`config.mk`:
```
export PLATFORM = sky130hd
export DESIGN_NAME = fetch_queue
export DESIGN_NICKNAME = d
export VERILOG_FILES = /design/src/rtl/fetch_queue_pkg.sv /design/src/rtl/fetch_fifo.sv /design/src/rtl/fetch_queue.sv
export SDC_FILE = /design/constraint.sdc
export NUM_CORES = 1
export LEC_CHECK = 0
export CAP_MARGIN = 20
export CORE_UTILIZATION = 50
export CTS_CLUSTER_SIZE = 20
export DETAILED_ROUTE_END_ITERATION = 16
export GPL_TIMING_DRIVEN = 0
export PLACE_DENSITY = 0.76
export SYNTH_ARGS = -nofsm -noshare
export SYNTH_HDL_FRONTEND = slang
export SYNTH_HIERARCHICAL = 1
export SYNTH_SLANG_ARGS = --single-unit
```
`constraint.sdc`:
```
create_clock -name clock -period 3.5 [get_ports clock]
set_input_delay 0.7 -clock clock [delete_from_list [all_inputs] [get_ports clock]]
set_output_delay 0.7 -clock clock [all_outputs]
set_load 0.02 [all_outputs]
```
`src/rtl/fetch_queue_pkg.sv`:
```
// Shared fetch-stage types and constants.
// Holds the reset PC, instruction width, NOP and fetch entry.
package fetch_queue_pkg;

  localparam int          INST_W      = 32;
  localparam logic [31:0] FQ_RESET_PC = 32'h0100_0000;
  localparam logic [31:0] NOP_INST    = 32'h0000_0013;

  typedef struct packed {
    logic [INST_W-1:0] inst;
    logic [31:0]       pc;
  } fetch_entry_t;

endpackage

```
`src/rtl/fetch_fifo.sv`:
```
// Circular prefetch buffer with push, pop, flush and a head port.
// Ports: clock, reset, flush, push/push_data, pop, count,
//        head_valid/head_data (head_data is zero when empty).
module fetch_fifo #(
  parameter int DEPTH = 4,
  parameter int W     = 64
) (
  input  logic                       clock,
  input  logic                       reset,
  input  logic                       flush,
  input  logic                       push,
  input  logic [W-1:0]               push_data,
  input  logic                       pop,
  output logic [$clog2(DEPTH):0]     count,
  output logic                       head_valid,
  output logic [W-1:0]               head_data
);

  localparam int AW = $clog2(DEPTH);
  localparam logic [AW:0] FULL = (AW+1)'(DEPTH);

  logic [W-1:0]  mem [DEPTH];
  logic [AW-1:0] wr_ptr;
  logic [AW-1:0] rd_ptr;
  logic          push_ok;
  logic          pop_ok;

  assign head_valid = (count != '0);
  assign push_ok    = push & (count != FULL);
  assign pop_ok     = pop & head_valid;
  assign head_data  = head_valid ? mem[rd_ptr] : '0;

  always_ff @(posedge clock) begin
    if (reset || flush) begin
      wr_ptr <= '0;
      rd_ptr <= '0;
      count  <= '0;
    end else begin
      if (push_ok) wr_ptr <= wr_ptr + 1'b1;
      if (pop_ok)  rd_ptr <= rd_ptr + 1'b1;
      unique case (1'b1)
        push_ok & ~pop_ok: count <= count + 1'b1;
        pop_ok & ~push_ok: count <= count - 1'b1;
        default:           count <= count;
      endcase
    end
  end

  always_ff @(posedge clock) begin
    if (push_ok) mem[wr_ptr] <= push_data;
  end

endmodule

```
`src/rtl/fetch_queue.sv`:
```
// Fetch front end: owns the PC, issues imem reads, queues results.
// Ports: clock, reset, imem_addr/en/rdata, redirect_valid/pc,
//        dec_valid/inst/pc/ready.
module fetch_queue
  import fetch_queue_pkg::*;
#(
  parameter int          DEPTH    = 4,
  parameter logic [31:0] RESET_PC = FQ_RESET_PC
) (
  input  logic              clock,
  input  logic              reset,
  output logic [31:0]       imem_addr,
  output logic              imem_en,
  input  logic [INST_W-1:0] imem_rdata,
  input  logic              redirect_valid,
  input  logic [31:0]       redirect_pc,
  output logic              dec_valid,
  output logic [INST_W-1:0] dec_inst,
  output logic [31:0]       dec_pc,
  input  logic              dec_ready
);

  localparam int AW = $clog2(DEPTH);

  logic [31:0]   fetch_pc;
  logic [31:0]   req_pc;
  logic          inflight;
  logic [AW:0]   count;
  logic [AW+1:0] used;
  logic          push;
  logic          pop;
  fetch_entry_t  push_entry;
  fetch_entry_t  head_entry;
  logic          unused_pc_lsbs;

  assign unused_pc_lsbs = ^redirect_pc[1:0];

  // Credits cover buffered plus in-flight words; a same-cycle
  // pop is deliberately not counted as a free slot.
  assign used    = {1'b0, count} + {{(AW+1){1'b0}}, inflight};
  assign imem_en = ~reset & ~redirect_valid
                 & (used < (AW+2)'(DEPTH));

  assign imem_addr = fetch_pc;

  assign push            = inflight & ~redirect_valid;
  assign pop             = dec_valid & dec_ready & ~redirect_valid;
  assign push_entry.inst = imem_rdata;
  assign push_entry.pc   = req_pc;

  always_ff @(posedge clock) begin
    if (reset) begin
      fetch_pc <= RESET_PC;
      req_pc   <= RESET_PC;
      inflight <= 1'b0;
    end else if (redirect_valid) begin
      fetch_pc <= {redirect_pc[31:2], 2'b00};
      inflight <= 1'b0;
    end else begin
      inflight <= imem_en;
      if (imem_en) begin
        fetch_pc <= fetch_pc + 32'd4;
        req_pc   <= fetch_pc;
      end
    end
  end

  fetch_fifo #(
    .DEPTH (DEPTH),
    .W     ($bits(fetch_entry_t))
  ) u_fifo (
    .clock      (clock),
    .reset      (reset),
    .flush      (redirect_valid),
    .push       (push),
    .push_data  (push_entry),
    .pop        (pop),
    .count      (count),
    .head_valid (dec_valid),
    .head_data  (head_entry)
  );

  assign dec_inst = head_entry.inst;
  assign dec_pc   = head_entry.pc;

endmodule

```
==> flow_metrics.env <==
# implementation run metrics
export IMPL_ys_sh_xor_pct=0.598
export IMPL_startpoint_type="input pin"
export IMPL_synthCells=837
export IMPL_clk_root_buffer_cell="clkbuf_16"
export IMPL_finalSetupViolations=0
export IMPL_fillers=1898
export IMPL_drtIter0Drc=699
export IMPL_status="finished clean"
export IMPL_clockBufferDepth=3
export IMPL_grt_max_degree=53
export IMPL_sh_seq_area_pct=55.4
export IMPL_met2_length_um=12900
export IMPL_finalInstanceArea_um2=16400
export IMPL_nNetsFinal=1118
export IMPL_power_frac_clock_pct=41.3
export IMPL_cp_end_kind="primary output"
export IMPL_hold_class="reg2reg"
export IMPL_reg2reg_from="u_fifo/count[2]$_SDFFE_PP0P_"
export IMPL_ff2ff_setup_slack_ps=570
export IMPL_tool_warnings=31
export IMPL_critPathArrivalTime_ps=2690
gates.png
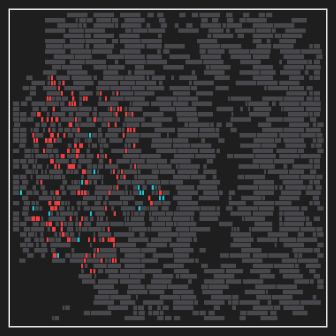
Key: cyan = inv cells [cells 16]; red = nand cells [cells 120]
most frequent logic cell in the layout: edfxtp_1
Final Non-Filler Cells: 1403
logic share of the area: 23.1%

floorplan.png
Pins as bars on the die edge.
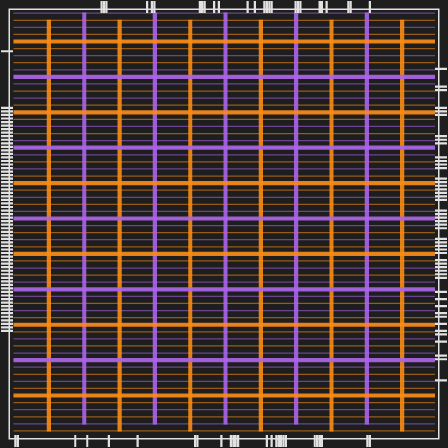
Key: orange = VSS; purple = VDD
The core has 59 rows. 60 met1 rails follow the rows.

ff_map.png
Other sequential cells in the stronger gray, the rest of the logic in the fainter gray.
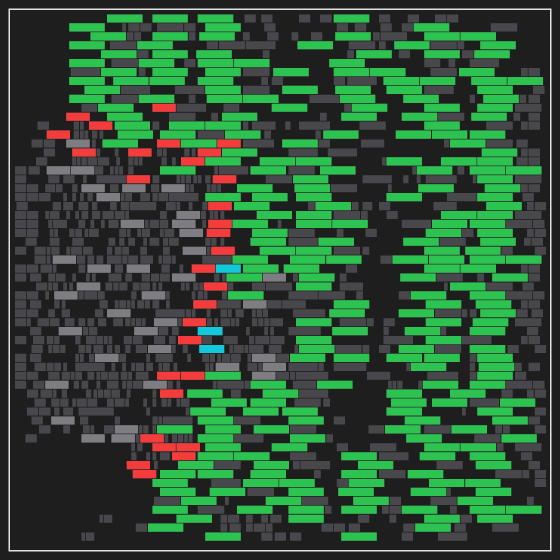
Key: red = `req_pc` [placed flops 30]; cyan = `u_fifo/count` [placed flops 3]; green = `u_fifo/mem` [placed flops 256, where spread over the die]
Another 37 sequential cells are not colored.

clock_nets.png
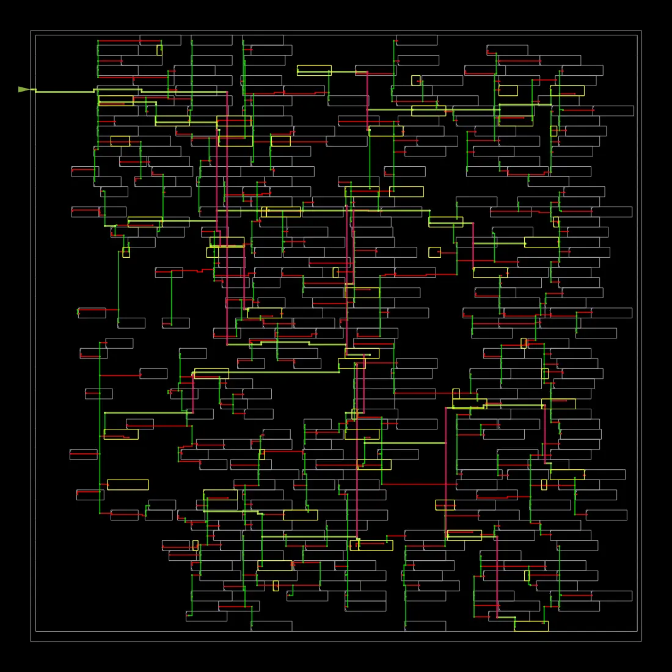
Worst-Skew Late Latency: 570 ps
CTS buffer count: 31
# clk buffers: 50
num sequential: 326
Setup Skew: 20.0 ps

m1.png
Supply wires on this layer in gray.
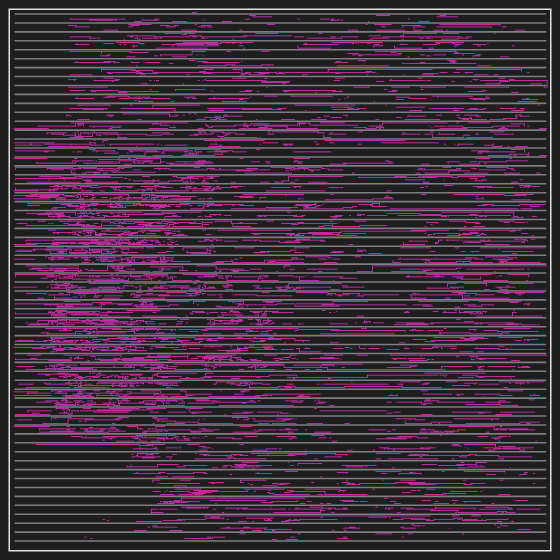
1010 nets have wire on it. The wires run mostly horizontal. The layer holds 44% of the routed length. The longest straight run is 69.0 um.

